[src/rtl/safe_ctrl_param.sv]
// rtl/safe_ctrl_param.sv - parametrised keypad safe controller with programmable code, lockout and auto-relock
module safe_ctrl_param #(
    parameter int                            CODE_LEN       = 4,
    parameter int                            DIGIT_W        = 4,
    parameter logic [CODE_LEN*DIGIT_W-1:0]   DEFAULT_CODE   = 16'h1234,
    parameter logic [DIGIT_W-1:0]            KEY_ENTER      = 4'hE,
    parameter logic [DIGIT_W-1:0]            KEY_CLEAR      = 4'hC,
    parameter logic [DIGIT_W-1:0]            KEY_PROG       = 4'hF,
    parameter int                            MAX_FAIL       = 3,
    parameter int                            LOCKOUT_CYCLES = 1024,
    parameter int                            OPEN_TIMEOUT   = 0
) (
    input  logic                              clk,
    input  logic                              rst,
    input  logic                              key_valid,
    input  logic [DIGIT_W-1:0]                key_data,
    output logic                              lock,
    output logic                              green,
    output logic                              blue,
    output logic                              lockout,
    output logic [$clog2(MAX_FAIL+1)-1:0]     fail_count
);

    localparam int CODE_W    = CODE_LEN * DIGIT_W;
    localparam int CNT_W     = $clog2(CODE_LEN + 1);
    localparam int FAIL_W    = $clog2(MAX_FAIL + 1);
    localparam int TIMER_MAX = (LOCKOUT_CYCLES > OPEN_TIMEOUT) ? LOCKOUT_CYCLES : OPEN_TIMEOUT;
    localparam int TIMER_W   = $clog2(TIMER_MAX + 1);

    localparam logic [CNT_W-1:0]   CNT_FULL  = CNT_W'(CODE_LEN);
    localparam logic [FAIL_W-1:0]  FAIL_MAX  = FAIL_W'(MAX_FAIL);
    localparam logic [TIMER_W-1:0] T_LOCKOUT = TIMER_W'(LOCKOUT_CYCLES);
    localparam logic [TIMER_W-1:0] T_OPEN    = TIMER_W'(OPEN_TIMEOUT);
    localparam logic [TIMER_W-1:0] T_ONE     = TIMER_W'(1);

    typedef enum logic [1:0] {
        S_LOCKED  = 2'd0,
        S_OPEN    = 2'd1,
        S_PROG    = 2'd2,
        S_LOCKOUT = 2'd3
    } state_t;

    state_t               state, state_nx;
    logic [CODE_W-1:0]    entry, entry_nx;
    logic [CODE_W-1:0]    code, code_nx;
    logic [CODE_W-1:0]    entry_shift;
    logic [CNT_W-1:0]     cnt, cnt_nx;
    logic                 ovf, ovf_nx;
    logic [FAIL_W-1:0]    fail, fail_nx;
    logic [TIMER_W-1:0]   timer, timer_nx;

    logic is_enter;
    logic is_clear;
    logic is_prog;
    logic is_digit;
    logic entry_full;
    logic match;

    // Key classification and entry-buffer helpers shared by LOCKED and PROG
    always_comb begin
        is_enter    = key_valid && (key_data == KEY_ENTER);
        is_clear    = key_valid && (key_data == KEY_CLEAR);
        is_prog     = key_valid && (key_data == KEY_PROG);
        is_digit    = key_valid && !((key_data == KEY_ENTER) ||
                                     (key_data == KEY_CLEAR) ||
                                     (key_data == KEY_PROG));
        entry_shift = (entry << DIGIT_W) | CODE_W'(key_data);
        entry_full  = (cnt == CNT_FULL) && !ovf;
        match       = entry_full && (entry == code);
    end

    // Next-state and datapath update; the shared timer serves both lockout and auto-relock
    always_comb begin
        state_nx = state;
        entry_nx = entry;
        cnt_nx   = cnt;
        ovf_nx   = ovf;
        code_nx  = code;
        fail_nx  = fail;
        timer_nx = timer;

        case (state)
            S_LOCKED: begin
                if (is_digit) begin
                    // Extra digits beyond CODE_LEN poison the entry instead of scrolling it
                    if (cnt == CNT_FULL) begin
                        ovf_nx = 1'b1;
                    end else begin
                        entry_nx = entry_shift;
                        cnt_nx   = cnt + CNT_W'(1);
                    end
                end else if (is_clear) begin
                    entry_nx = '0;
                    cnt_nx   = '0;
                    ovf_nx   = 1'b0;
                end else if (is_enter) begin
                    entry_nx = '0;
                    cnt_nx   = '0;
                    ovf_nx   = 1'b0;
                    if (match) begin
                        state_nx = S_OPEN;
                        fail_nx  = '0;
                        timer_nx = T_OPEN;
                    end else if ((fail + FAIL_W'(1)) >= FAIL_MAX) begin
                        state_nx = S_LOCKOUT;
                        fail_nx  = FAIL_MAX;
                        timer_nx = T_LOCKOUT;
                    end else begin
                        fail_nx  = fail + FAIL_W'(1);
                    end
                end
            end

            S_OPEN: begin
                // Expiry takes priority over any key arriving in the same cycle
                if (timer == T_ONE) begin
                    state_nx = S_LOCKED;
                    timer_nx = '0;
                end else begin
                    if (timer != '0) begin
                        timer_nx = timer - T_ONE;
                    end
                    if (is_enter) begin
                        state_nx = S_LOCKED;
                        timer_nx = '0;
                    end else if (is_prog) begin
                        state_nx = S_PROG;
                        entry_nx = '0;
                        cnt_nx   = '0;
                        ovf_nx   = 1'b0;
                        timer_nx = '0;
                    end
                end
            end

            S_PROG: begin
                if (is_digit) begin
                    if (cnt == CNT_FULL) begin
                        ovf_nx = 1'b1;
                    end else begin
                        entry_nx = entry_shift;
                        cnt_nx   = cnt + CNT_W'(1);
                    end
                end else if (is_clear || is_enter) begin
                    // Only a complete, non-overflowed entry replaces the code
                    if (is_enter && entry_full) begin
                        code_nx = entry;
                    end
                    state_nx = S_OPEN;
                    entry_nx = '0;
                    cnt_nx   = '0;
                    ovf_nx   = 1'b0;
                    timer_nx = T_OPEN;
                end
            end

            S_LOCKOUT: begin
                if (timer <= T_ONE) begin
                    state_nx = S_LOCKED;
                    fail_nx  = '0;
                    timer_nx = '0;
                end else begin
                    timer_nx = timer - T_ONE;
                end
            end

            default: begin
                state_nx = S_LOCKED;
            end
        endcase
    end

    // State, datapath and output registers; outputs decode the next state so they change with it
    always_ff @(posedge clk or negedge rst) begin
        if (!rst) begin
            state   <= S_LOCKED;
            entry   <= '0;
            cnt     <= '0;
            ovf     <= 1'b0;
            code    <= DEFAULT_CODE;
            fail    <= '0;
            timer   <= '0;
            lock    <= 1'b1;
            green   <= 1'b0;
            blue    <= 1'b0;
            lockout <= 1'b0;
        end else begin
            state   <= state_nx;
            entry   <= entry_nx;
            cnt     <= cnt_nx;
            ovf     <= ovf_nx;
            code    <= code_nx;
            fail    <= fail_nx;
            timer   <= timer_nx;
            lock    <= !((state_nx == S_OPEN) || (state_nx == S_PROG));
            green   <= (state_nx == S_OPEN) || (state_nx == S_PROG);
            blue    <= (state_nx == S_PROG);
            lockout <= (state_nx == S_LOCKOUT);
        end
    end

    assign fail_count = fail;

endmodule

[config.mk]
export PLATFORM = sky130hd
export DESIGN_NAME = safe_ctrl_param
export DESIGN_NICKNAME = d
export VERILOG_FILES = /design/src/rtl/safe_ctrl_param.sv
export SDC_FILE = /design/constraint.sdc
export NUM_CORES = 1
export LEC_CHECK = 0
export CAP_MARGIN = 20
export CORE_UTILIZATION = 59
export CTS_BUF_LIST = sky130_fd_sc_hd__clkbuf_16
export DETAILED_ROUTE_END_ITERATION = 6
export PLACE_DENSITY = 0.89
export REMOVE_ABC_BUFFERS = 1
export SYNTH_ARGS = -nofsm -noshare
export SYNTH_HDL_FRONTEND = slang
export SYNTH_SLANG_ARGS = --single-unit
[constraint.sdc]
create_clock -name clk -period 3.25 [get_ports clk]
set_input_delay 0.975 -clock clk [delete_from_list [all_inputs] [get_ports clk]]
set_output_delay 0.975 -clock clk [all_outputs]
set_load 0.02 [all_outputs]
Fig. 1: routing congestion
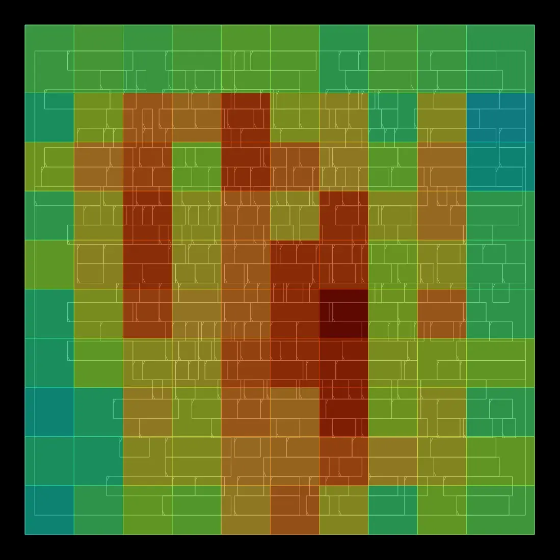
final routed wire length divided by cell count: 18.4 um
met2 Usage GRT: 44.2%

Fig. 2: a small window of the routed layout
Bar = 5 um. Window x 26 to 46, y 40 to 60 um. Cells in grey, sequential cells in the stronger grey; small squares are vias.
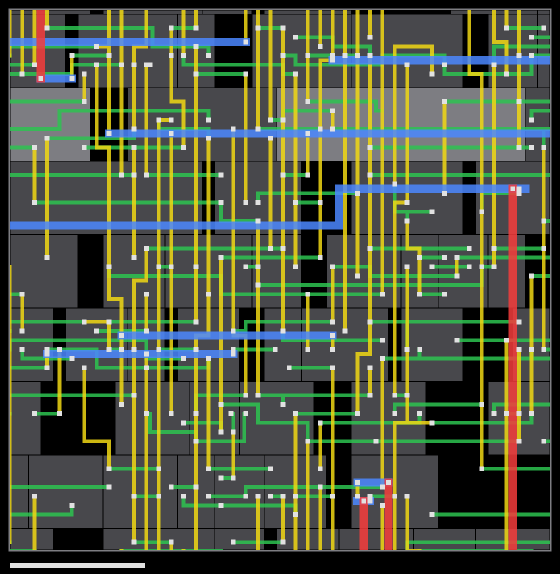
legend:
  green:
    layer: metal 1
  blue:
    layer: metal 3
  red:
    layer: metal 4
  yellow:
    layer: metal 2
most frequent: nor2_1 (4), a21oi_1 (4), buf_4 (4)
netlist names of flops here include: state (1)
sequential cells in the window: 1
cells with their middle in the window: 38

Fig. 3: sequential cells grouped by signal name
Bar = 20 um.
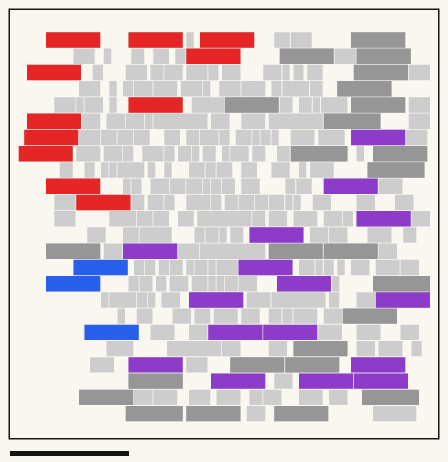
legend:
  blue:
    name_in_the_netlist: cnt
    flops: 3
  purple:
    name_in_the_netlist: entry
    flops: 16
  red:
    name_in_the_netlist: timer
    flops: 11
    where: top left
sequential logic power: 0.000968 W
area used by sequential logic in the layout: 1380 sq um

==> notes.md <==
The run gives 12.2% for the area growth from synthesis to layout. After synthesis, the cell types taking the most area are dfrtp_1 43%, mux2_2 7.5%, dfstp_2 5.5%. The clock transition at the register clock pins on the worst setup and hold paths after CTS was 0.07 ns; the detailed-route via count was 2152. In this run the power density over the cells is 776 nW/um^2. For reference, simple AND, OR, NAND and NOR cells occupy 12.9% of the area reported after synthesis. The critical path maximum fanout is 11. The final timing report lists a hold violation count of 0.

The run gives 0 as the sum of overflow across all layers after global routing. According to the floorplan log, the row count is 24. The portion of synthesized area spent on multiplexers is 7.47%. The cell-mix breakdown from Yosys lists the compound-gate area share as 18.1%. The tools report the number of standard cells reported by yosys as 258. For the share of the yosys chip area belonging to registers, the log shows 48.3%.

Data arrives at the worst endpoint at 2.98 ns. Per the post-route antenna check, the number of violating nets is 0. The vertical extent of the die came out at 71.7 um. Between clock sinks in the finished design, the worst skew comes to 0.00390 ns. The stat command in Yosys gives a chip area of 2860 sq um. STA classifies the critical path startpoint as an input port. The final layout reports a setup TNS of 0 ns. The last timing report of the flow puts the setup violation total at 0. The count of placed standard cells in the final layout, fillers left out is 324. Clock latency on the worst-skew pair, taken at its later pin, is 0.29 ns. Per the TritonCTS log, the buffer count is 5. The run gives 13 as the top-level I/O count.

The logs give 5130 sq um for the area of the chip and 0 for the setup fix buffers added after clock tree synthesis. Share of layout cells above drive strength 1: 18.4%. The run gives 4 for the number of detailed-route iterations in the first pass. The timing report gives the biggest stage delay along the critical path as 0.55 ns.

The count of H-tree levels built during CTS is 2. The synthesis run identifies the leading combinational cell family as AND-OR/OR-AND gates. The run gives 71.7 um for the overall die width.

The share of the core area taken by cells at floorplan is 63.6%. Library cell contributing the largest single delay on the critical path: clkdlybuf4s50_1. The first routing iteration left 182 violations. The analysis reports a worst IR drop on VDD of 0.518 mV. The number of buffers added on ports works out to 12. Critical path endpoint category: a register. The run gives 42.8% for the area share of the largest cell type after synthesis.

Cell accounting for the most synthesized area: dfrtp_1. The net total in the final layout was 285; the max-slew violation count was 0. The number of hold buffers added after cts was 0. Path type of the worst setup path: in2reg. Per the detail_route report, DRC violations left total 0. The type of the tightest min-delay check is reg2reg. The run gives 0 as the initial antenna violation count. The tools report the post-detailed-routing wire length as 5960 um. After synthesis, the most frequently instantiated cells are 49 x dfrtp_1, 19 x mux2_2, 15 x a22o_1.

The run gives 36.9% for the portion of total power attributed to combinational logic. The tools report the cell count after placement as 316. The flow ran to the end, and the final reports show no timing, DRC or antenna violations. The combined area of all synthesized cells came out at 2860 sq um. The count of instances resized after the clock tree is built is 0.

Per the synthesis report, the adder-cell share of the synthesized area is 3.06%. The run gives 0.00158 W for the internal power of the cells. The power report shows net switching accounting for 36.7% of the total.

The run gives 56 for the largest net degree at the start of global routing. Traced cell by cell, the critical path runs through clkdlybuf4s50_1 > and3_1 > a21o_1 > nor4b_2 > a21oi_1 > o21a_1 > mux2_2. The cell count after synthesis came out at 258. For the power share of the clock group, the log shows 24.3%. The tools report the reported max-cap violation count as 0. The run gives 0.434 ns for the measured slew at the worst slew-check pin. The tools report the combinational gate area as 1340 sq um. Subtracting the final worst setup slack from the clock period gives 2.80 ns. The highest attainable clock frequency came out at 357 MHz. At the end of routability-driven placement, the weighted congestion stood at 0.865.

Setup repair after global routing left no endpoint under its margin. The synthesis report gives the async set-or-reset register share as 100%. Cells fill 71.3% of the core in the end. The max-slew check reports its worst relative slack as 71.0%.

The run gives 3980 um as the HPWL after detailed placement. The tools report the placeable core area as 4500 sq um. With the power dissipated by switching net loads at 0.000915 W, the number of enable-type register cells in the synthesized netlist is 0. TritonCTS built the clock tree.

In this run, distinct cell masters in the synthesized netlist total 48. Per the CTS log, the buffer count on the longest clock path is 2. First-pass GRT wire length: 10400 um.

With the static leakage at 1.54 nW, the portion of the clock cycle consumed by the worst path in the final layout is 86.1%. The tools report the number of global-route vias before repair as 2180. The number of clock sinks seen by CTS is 55, and the global routing usage summed across all routing layers is 26.2%.

The flop and latch count out of synthesis works out to 55. The cell with the most instances after synthesis is dfrtp_1. The master cell of the clock root buffer was clkbuf_16. The number of filler instances in the final layout was 315; the final antenna diode count was 0. The most used flip-flop cell was dfrtp_1. In this run the tools logged warnings totalling 28. The critical path data required time is 3.43 ns. Each instance of the synthesized netlist takes up on average 11.1 sq um.

For reference, XOR and XNOR gates occupy 5.20% of the area reported after synthesis. The mean number of vias per cell works out to 6.64. The Yosys step of the flow raised 0 warnings.

Registers are responsible for 38.8% of the overall power.
==> flip-flops by register name, indices dropped and copies added (netlist names) <==
signal / cells
green: 1
ovf: 1
timer: 11
lock: 1
lockout: 1
entry: 16
fail_count: 2
blue: 1
cnt: 3
state: 2
code: 16
==> worst paths after layout <==
path / cells after the start / slack [ns] / startpoint / to
hold / removal: 2 / 0.51 / code[11] / code[11]
min in group asynchronous: 2 / 0.67 / rst / entry[5]
max in group asynchronous: 2 / 2.26 / rst / code[2]
hold reg to reg: 2 / 0.51 / code[11] / code[11]
setup reg to reg: 8 / 0.68 / timer[0] / timer[10]
setup / recovery: 7 / 0.45 / key_data[3] / timer[1]
==> cells by family (layout without fill, tap and decap cells) <==
kind of cell / after synthesis / in the layout
AND/OR/NAND/NOR: 65 / 65
AND-OR/OR-AND: 65 / 65
adder cells (fa/ha/maj): 7 / 7
multiplexers: 19 / 19
XOR/XNOR: 17 / 17
flip-flops: 55 / 55
buffers and inverters: 30 / 44
==> area by class of cell <==
type	instances	area share (%)
inverter	14	1.64
sequential	55	43.1
clock inverter	3	1.33
timing repair buffer	22	6.31
multi-input combinational	173	41.7
tap	52	2.03
clock buffer	5	3.90
==> critical path, delay by kind of cell <==
kind	cells	cell delay (ns)
muxes	1	0.38
and+or+nand+nor	2	0.31
AOI/OAI and AO/OA	3	0.75
buffers and inverters	1	0.55
==> placed cells by master (no fill, tap or decap), types with 2 or more instances in the layout <==
master,count
a21oi_1,8
a22o_1,15
a31oi_1,2
a32o_1,7
buf_4,9
clkbuf_16,5
clkdlybuf4s50_1,11
dfrtp_1,49
dfstp_2,6
ha_1,7
inv_1,14
mux2_2,19
nand2_1,9
nand2b_1,4
nand3_1,7
nand4_1,2
nor2_1,10
nor2b_1,2
nor3_1,7
nor4_1,6
o211ai_1,2
o21a_1,3
o21ai_0,5
o221ai_1,9
o31ai_1,6
or2_2,2
or3_1,6
or4_1,2
xnor2_1,3
xor2_1,14
==> per-layer routing <==
metal  routed length [um]  up-vias  part of all wire (%)  GRT usage [%]
met5                    0        -                     0              0
li1                     -      991                     -              -
met1                 2520     1078                    42           34.0
met2                 3060       69                    51           44.2
met3                  270       14                   4.5           5.63
met4                  112        0                   1.9           8.06
==> per-stage QoR <==
stage               cell area, sq um  setup WS (ns)  hold slack, ns  power, W
floorplan                       2780          0.606           0.470   0.00160
global placement                3040          0.246           0.485   0.00183
detailed placement              3040          0.191           0.498   0.00188
CTS                             3210          0.465           0.514   0.00249
global route                    3210          0.343           0.550   0.00264
finish                          3210          0.452           0.507   0.00249
==> power groups by stage <==
stage               registers (W)  logic [W]  clock network [W]
global route             0.000991    0.00102           0.000635
finish                   0.000968   0.000920           0.000605
CTS                      0.000964   0.000917           0.000613
floorplan                0.000955   0.000644                  0
global placement         0.000966   0.000865                  0
detailed placement       0.000976   0.000905                  0
No activity file was given, so power comes from the tool's default toggle rates.
